### Wiring by layer, run 1

Only two layers are drawn.
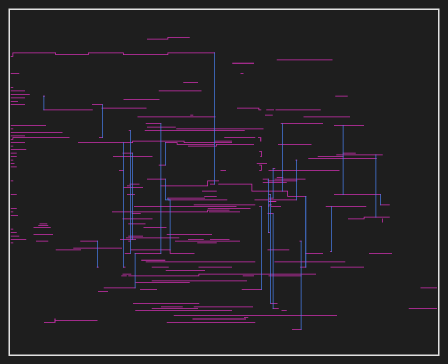
### M4 wires, run 1

Scale bar: 50 um. Cells faint in the background.
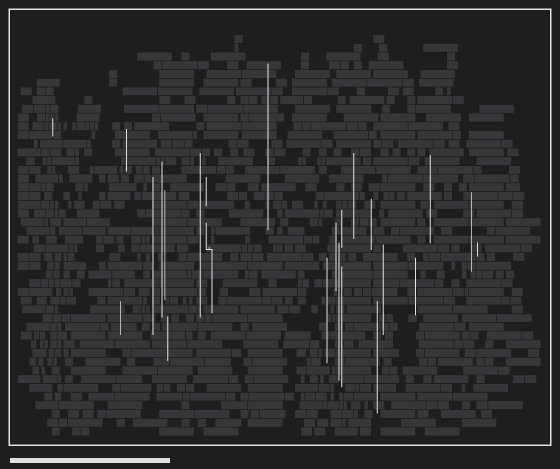
### Clock nets, run 1

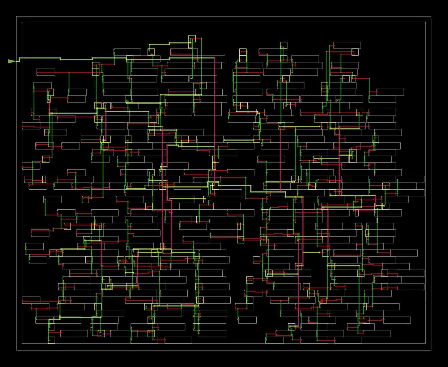
## src/rtl/mem_bus_ctrl.sv

```systemverilog
`default_nettype none
// ============================================================================
// Module   : mem_bus_ctrl
// Purpose  : CPU load/store port to on-chip byte RAM / 4-bit peripheral bus,
//            with a bounded wait for peripheral read responses.
// Revision : 1.0 - initial release
// ============================================================================

module mem_bus_ctrl #(
    parameter int RAM_ADDR_W     = 5,
    parameter int PERIPH_TIMEOUT = 4
) (
    input  logic        clk_in,
    input  logic        reset_n_in,
    input  logic [15:0] cpu_addr_in,
    input  logic [7:0]  cpu_wdata_in,
    input  logic        cpu_we_in,
    input  logic        cpu_req_in,
    output logic [7:0]  cpu_rdata_out,
    output logic        cpu_ack_out,
    output logic        cpu_err_out,
    output logic [3:0]  periph_addr_out,
    output logic        periph_addr_valid_out,
    output logic        periph_write_en_out,
    output logic [7:0]  periph_data_out,
    input  logic [7:0]  periph_data_in,
    input  logic        periph_data_valid_in
);

    localparam int          RAM_DEPTH   = 1 << RAM_ADDR_W;
    localparam logic [3:0]  TIMEOUT_CNT = 4'(PERIPH_TIMEOUT);

    typedef enum logic [2:0] {
        IDLE   = 3'd0,
        RAM_RD = 3'd1,
        P_REQ  = 3'd2,
        P_WAIT = 3'd3,
        ACK    = 3'd4
    } state_t;

    state_t                  state;
    state_t                  state_nxt;
    logic [3:0]              cnt;
    logic [3:0]              cnt_nxt;
    logic [3:0]              cnt_inc;
    logic [RAM_ADDR_W-1:0]   idx_q;
    logic                    we_q;
    logic                    latch_req;
    logic                    is_periph;
    logic                    ram_we;

    logic [7:0]              rdata_nxt;
    logic                    ack_nxt;
    logic                    err_nxt;
    logic                    pav_nxt;
    logic                    pwe_nxt;
    logic [3:0]              paddr_nxt;
    logic [7:0]              pdata_nxt;

    logic [7:0]              ram [RAM_DEPTH];

    // Address bits between the RAM index and the decode nibble are don't-care.
    logic                    unused_addr_bits;
    assign unused_addr_bits = ^cpu_addr_in;

    assign is_periph = (cpu_addr_in[15:12] == 4'hF);
    assign cnt_inc   = cnt + 4'd1;

    // RAM writes commit on the accepting edge so a write acks one cycle later.
    assign ram_we = reset_n_in && (state == IDLE) && cpu_req_in &&
                    !is_periph && cpu_we_in;

    always_ff @(posedge clk_in) begin
        if (ram_we) begin
            ram[cpu_addr_in[RAM_ADDR_W-1:0]] <= cpu_wdata_in;
        end
    end

    always_ff @(posedge clk_in) begin
        if (!reset_n_in) begin
            state                 <= IDLE;
            cnt                   <= 4'd0;
            idx_q                 <= '0;
            we_q                  <= 1'b0;
            cpu_rdata_out         <= 8'h00;
            cpu_ack_out           <= 1'b0;
            cpu_err_out           <= 1'b0;
            periph_addr_out       <= 4'h0;
            periph_addr_valid_out <= 1'b0;
            periph_write_en_out   <= 1'b0;
            periph_data_out       <= 8'h00;
        end else begin
            state                 <= state_nxt;
            cnt                   <= cnt_nxt;
            cpu_rdata_out         <= rdata_nxt;
            cpu_ack_out           <= ack_nxt;
            cpu_err_out           <= err_nxt;
            periph_addr_out       <= paddr_nxt;
            periph_addr_valid_out <= pav_nxt;
            periph_write_en_out   <= pwe_nxt;
            periph_data_out       <= pdata_nxt;
            if (latch_req) begin
                idx_q <= cpu_addr_in[RAM_ADDR_W-1:0];
                we_q  <= cpu_we_in;
            end
        end
    end

    always_comb begin
        state_nxt = state;
        cnt_nxt   = cnt;
        latch_req = 1'b0;
        rdata_nxt = cpu_rdata_out;
        ack_nxt   = 1'b0;
        err_nxt   = 1'b0;
        pav_nxt   = 1'b0;
        pwe_nxt   = periph_write_en_out;
        paddr_nxt = periph_addr_out;
        pdata_nxt = periph_data_out;

        case (state)
            IDLE: begin
                if (cpu_req_in) begin
                    latch_req = 1'b1;
                    if (is_periph) begin
                        state_nxt = P_REQ;
                        pav_nxt   = 1'b1;
                        pwe_nxt   = cpu_we_in;
                        paddr_nxt = cpu_addr_in[3:0];
                        pdata_nxt = cpu_wdata_in;
                    end else if (cpu_we_in) begin
                        state_nxt = ACK;
                        ack_nxt   = 1'b1;
                    end else begin
                        state_nxt = RAM_RD;
                    end
                end
            end

            RAM_RD: begin
                rdata_nxt = ram[idx_q];
                state_nxt = ACK;
                ack_nxt   = 1'b1;
            end

            P_REQ: begin
                if (we_q) begin
                    state_nxt = ACK;
                    ack_nxt   = 1'b1;
                end else begin
                    cnt_nxt   = 4'd0;
                    state_nxt = P_WAIT;
                end
            end

            P_WAIT: begin
                if (periph_data_valid_in) begin
                    rdata_nxt = periph_data_in;
                    state_nxt = ACK;
                    ack_nxt   = 1'b1;
                end else begin
                    cnt_nxt = cnt_inc;
                    // Give up after the last permitted wait cycle; read data is forced to zero.
                    if (cnt_inc == TIMEOUT_CNT) begin
                        rdata_nxt = 8'h00;
                        err_nxt   = 1'b1;
                        ack_nxt   = 1'b1;
                        state_nxt = ACK;
                    end
                end
            end

            ACK: begin
                state_nxt = IDLE;
            end

            default: begin
                state_nxt = IDLE;
            end
        endcase
    end

endmodule

`default_nettype wire

```

## config.mk

```make
export PLATFORM = sky130hd
export DESIGN_NAME = mem_bus_ctrl
export DESIGN_NICKNAME = d
export VERILOG_FILES = /design/src/rtl/mem_bus_ctrl.sv
export SDC_FILE = /design/constraint.sdc
export NUM_CORES = 1
export LEC_CHECK = 0
export CAP_MARGIN = 20
export CORE_ASPECT_RATIO = 0.8
export CORE_MARGIN = 2
export CORE_UTILIZATION = 55
export CTS_BUF_LIST = sky130_fd_sc_hd__clkbuf_4
export CTS_CLUSTER_DIAMETER = 30
export DETAILED_ROUTE_END_ITERATION = 10
export PLACE_DENSITY = 0.73
export SYNTH_ARGS = -nofsm -noshare
export SYNTH_HDL_FRONTEND = slang
export SYNTH_SLANG_ARGS = --single-unit
```

## constraint.sdc

```tcl
create_clock -name clk_in -period 3.9 [get_ports clk_in]
set_input_delay 0.975 -clock clk_in [delete_from_list [all_inputs] [get_ports clk_in]]
set_output_delay 0.975 -clock clk_in [all_outputs]
set_load 0.005 [all_outputs]
```

==> run summary, run 1 <==
CTS root buf: clkbuf_4
Fill cell count: 1,522
Post-synthesis sequential area ratio: 0.717
Post-CTS setup buffers: 0
Die Wd: 168 um
Crit-path slowest cell: dfxtp_1
Core box area: 21,400 um2
Vias in the first global route: 7,139
Unrepaired setup endpoints after global routing: false
Flops out of synthesis: 298
Top FF cell, synth: edfxtp_1
H-tree depth: 3
Kind of critical path: flip-flop to flip-flop
Slowest Stage Delay on Critical Path: 0.98 ns
Clock tree from TritonCTS: built
Wire per inst: 21.7 um
Max_cap viols: 0
Finished Core Util: 0.644
Post-Syn Area: 11,900 um2
Setup violators final: 0
Gr ovfl total: 0
Mux area share: 0.117
Final ANT Viol Nets: 0
Initial antenna violation count: 1
Worst path buffer plus inverter count: 1
First-iteration detailed-routing DRC count: 732
Adder Share, Synth: 0.00210
Worst Path Required: 4.38 ns
Wire length on met2: 11,900 um
TNS Setup: 0 ns
Die height: 136 um
HPWL Detailed: 16,000 um
Crit path cell chain: buf_4, mux4_2, a2111oi_0, o221ai_1
Worst Hold Class: flip-flop to flip-flop
Routed met1 length: 11,400 um
Drt pass-1 iters: 5
Global router's overall resource usage: 0.237
Worst slack at placement: 0.428 ns
Yosys stat cell total: 740
Status: completed
Notes on 'Wiring by layer' above:
legend:
  M3:
    color: magenta
    wire_length: 2,050 um
  M4:
    color: blue
    wire_length: 639 um

Notes on 'M4 wires' above:
nets with wire on the layer: 19
main direction: vertical
wire length on this layer: 639 um

Notes on 'Clock nets' above:
clk_lat worst skew: 0.69 ns
clock skew: 0.0456 ns
Num CTS Buffers: 71
clk sinks: 298

## run 1: final cells by class
cell class	instances	area (um2)	area share
inverter	9	33.8	0.00246
sequential	298	8530	0.620
multi-input combinational	387	3010	0.219
antenna	2	5.00	0.000364
tap	275	344	0.0250
clock inverter	17	116	0.00846
timing repair buffer	95	866	0.0629
clock buffer	114	856	0.0622
## run 1: through the flow
| stage | cell area (um2) | std cells | power (W) |
|---|---|---|---|
| floorplan | 11900 | 740 | 0.00389 |
| CTS | 13700 | 1194 | 0.00671 |
| global route | 13800 | 1196 | 0.00693 |
| global placement | 12800 | 1063 | 0.00405 |
| finish | 13800 | 1197 | 0.00667 |
| detailed placement | 12800 | 1063 | 0.00407 |
## run 1: final timing paths
path	startpoint	to	slack, ns	cells after the start
min	periph_data_out[0]	periph_data_out[0]	0.46	2
max reg2reg	flip-flop	cpu_rdata_out[0]	0.94	4
max	flip-flop	cpu_rdata_out[0]	0.94	4
min reg2reg	periph_data_out[0]	periph_data_out[0]	0.46	2
## run 1: state kept, by name, indices dropped and copies added, names as in the netlist, named ones only
name	cells
cpu_err_out	1
periph_write_en_out	1
periph_addr_out	4
we_q	1
idx_q	5
cpu_rdata_out	8
state	3
cnt	4
cpu_ack_out	1
periph_addr_valid_out	1
ram	256
periph_data_out	8
## run 1: cell usage after synthesis (10+ instances only)
cell	n	share of area
buf_6	12	0.011
edfxtp_1	256	0.65
nor2_1	36	0.011
clkbuf_1	11	0.0035
dfxtp_1	42	0.071
nand2_1	48	0.015
a21boi_1	10	0.0063
a22oi_1	47	0.030
mux2i_1	103	0.087
mux4_2	15	0.028
a21oi_1	29	0.012
nor2b_1	22	0.012
## run 1: routing by layer
layer  track usage  vias to the layer above
met5             0                        -
met4        0.0996                        0
met3        0.0538                       57
met2         0.361                      309
met1         0.335                     3421
li1              -                     3166
## run 1: report_power, final
part	switching [W]	internal, W	total, W
logic	0.000269	0.000206	0.000475
registers	0.0000474	0.00348	0.00353
clock network	0.00121	0.00146	0.00266
total	0.00152	0.00515	0.00667
## run 1: tightest hold or removal path, delay by kind of cell, from the launching register on
family | cells | cell delay, ns
simple gates | 1 | 0.05
compound gates | 1 | 0.05
flops | 1 | 0.31
## run 1: logic make-up after synthesis
kind of cell,count (synthesis)
muxes,119
buffers and inverters,55
AOI/OAI and AO/OA,120
and+or+nand+nor,146
DFF,298
adders and majority gates,2
### Sizing map, run 1

Scale bar: 50 um.
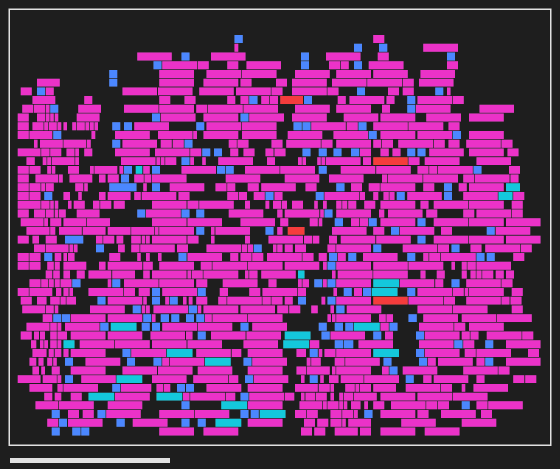

==> inputs of run 2 (changes only) <==
- PLACE_DENSITY: 0.73 -> 0.76
- clock period: 3.9 -> 2.5 ns (I/O delays scaled with it)
### Sizing map, run 2

Scale bar: 50 um.
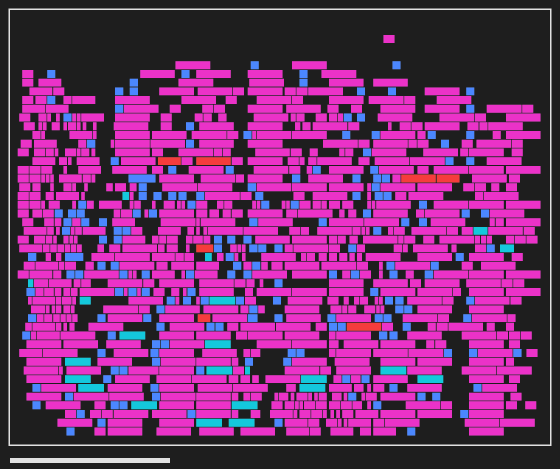
legend:
  x2:
    color: cyan
    cells: 22
    share: 2.3%
  x3 and x4:
    color: blue
    cells: 184
    share: 20%
  x6 and larger:
    color: red
    cells: 7
    share: 0.74%
  x1 and smaller:
    color: magenta
    cells: 728
    share: 77%

==> run 2 against run 1 <==
Against the previous run: clock skew fell by 0.020 ns; maximum frequency rose by 22%; largest power group unchanged; combinational power rose by 73%; die area did not move.
==> run summary, run 2 <==
Flops out of synthesis: 298
Core box area: 21,400 um2
Kind of critical path: flip-flop to flip-flop
Status: completed
Hold Path Stages: 2
H-tree depth: 3
First-iteration detailed-routing DRC count: 750
Clock tree from TritonCTS: built
Post-synthesis sequential area ratio: 0.717
HPWL Detailed: 16,600 um
Crit-path slowest cell: a2111oi_0
Num CTS Buffers: 70
CTS root buf: clkbuf_4
Unrepaired setup endpoints after global routing: false
Gr ovfl total: 0
Vias in the first global route: 7,343
R2R depth: 5
Logic cell area: 3010 um2
Global router's overall resource usage: 0.236
Reg area: 8530 um2
Clk sinks: 298
Yosys stat cell total: 740
Slowest Stage Delay on Critical Path: 0.67 ns
Worst Hold Class: flip-flop to flip-flop
Top cells by count: edfxtp_1 (256), mux2i_1 (103), nand2_1 (48)
Die height: 136 um
Post-CTS setup buffers: 0
Setup violators final: 0
Clock skew: 0.0259 ns
Fill cell count: 1,486
Drt pass-1 iters: 5
Die Wd: 168 um
Crit path cell chain: buf_4, mux4_2, nor2b_1, a2111oi_0, o221ai_1
Placed instance count: 1,088
Clk_lat worst skew: 0.65 ns
Max_cap viols: 0
Top-count cell post-synth: edfxtp_1
Initial antenna violation count: 1
Max reg flops: 256
Worst Path Required: 2.99 ns
## run 2: cell counts after synthesis
Identical to the previous run, type by type.
## run 2: final timing paths
check / from / to / slack [ns]
max: flip-flop / cpu_rdata_out[1] / 0.08
min: periph_data_out[1] / periph_data_out[1] / 0.47
max reg2reg: flip-flop / cpu_rdata_out[1] / 0.08
min reg2reg: periph_data_out[1] / periph_data_out[1] / 0.47
## run 2: metal layers
| layer | up-vias | GRT usage | part of all wire |
|---|---|---|---|
| met5 | - | 0 | 0 |
| met4 | 0 | 0.0939 | 0.024 |
| met1 | 3516 | 0.326 | 0.43 |
| met3 | 53 | 0.0625 | 0.084 |
| met2 | 318 | 0.364 | 0.47 |
| li1 | 3211 | - | - |
## run 2: stage by stage
| stage | TNS, ns | utilization | total power (W) | instance area, um2 |
|---|---|---|---|---|
| floorplan | 0 | - | 0.00607 | 11900 |
| global placement | -75.76 | 0.607 | 0.00635 | 13000 |
| detailed placement | -86.11 | 0.607 | 0.00639 | 13000 |
| CTS | 0 | 0.653 | 0.0106 | 14000 |
| global route | 0 | 0.654 | 0.0109 | 14000 |
| finish | 0 | 0.654 | 0.0105 | 14000 |
## run 2: final cells by class
type | count | area share
clock buffers | 116 | 0.0622
well taps | 275 | 0.0246
diodes | 1 | 0.000179
flip-flops and latches | 298 | 0.610
repair buffers | 120 | 0.0765
inverters | 9 | 0.00241
multi-input cells | 387 | 0.215
clock inverters | 11 | 0.00930
## run 2: kinds of logic (layout without fill, tap and decap cells)
logic type,count (synthesis),count (layout),synth area share
AOI/OAI and AO/OA,120,120,0.0712
adders and majority gates,2,2,0.00210
buffers and inverters,55,256,0.0303
DFF,298,298,0.717
muxes,119,119,0.117
other,0,1,0
and+or+nand+nor,146,146,0.0622
## run 2: report_power, final
group          switching, W  internal [W]
Combinational      0.000464      0.000360
Clock               0.00182       0.00241
Sequential        0.0000432       0.00544
## run 2: worst max-delay path, delay by kind of cell, from the launching register on
family          cells  cell delay (ns)
simple gates        1             0.15
compound gates      2             0.88
buf+inv             1             0.22
mux                 1             0.55
flops               1             0.44
No activity file was given, so power comes from the tool's default toggle rates.
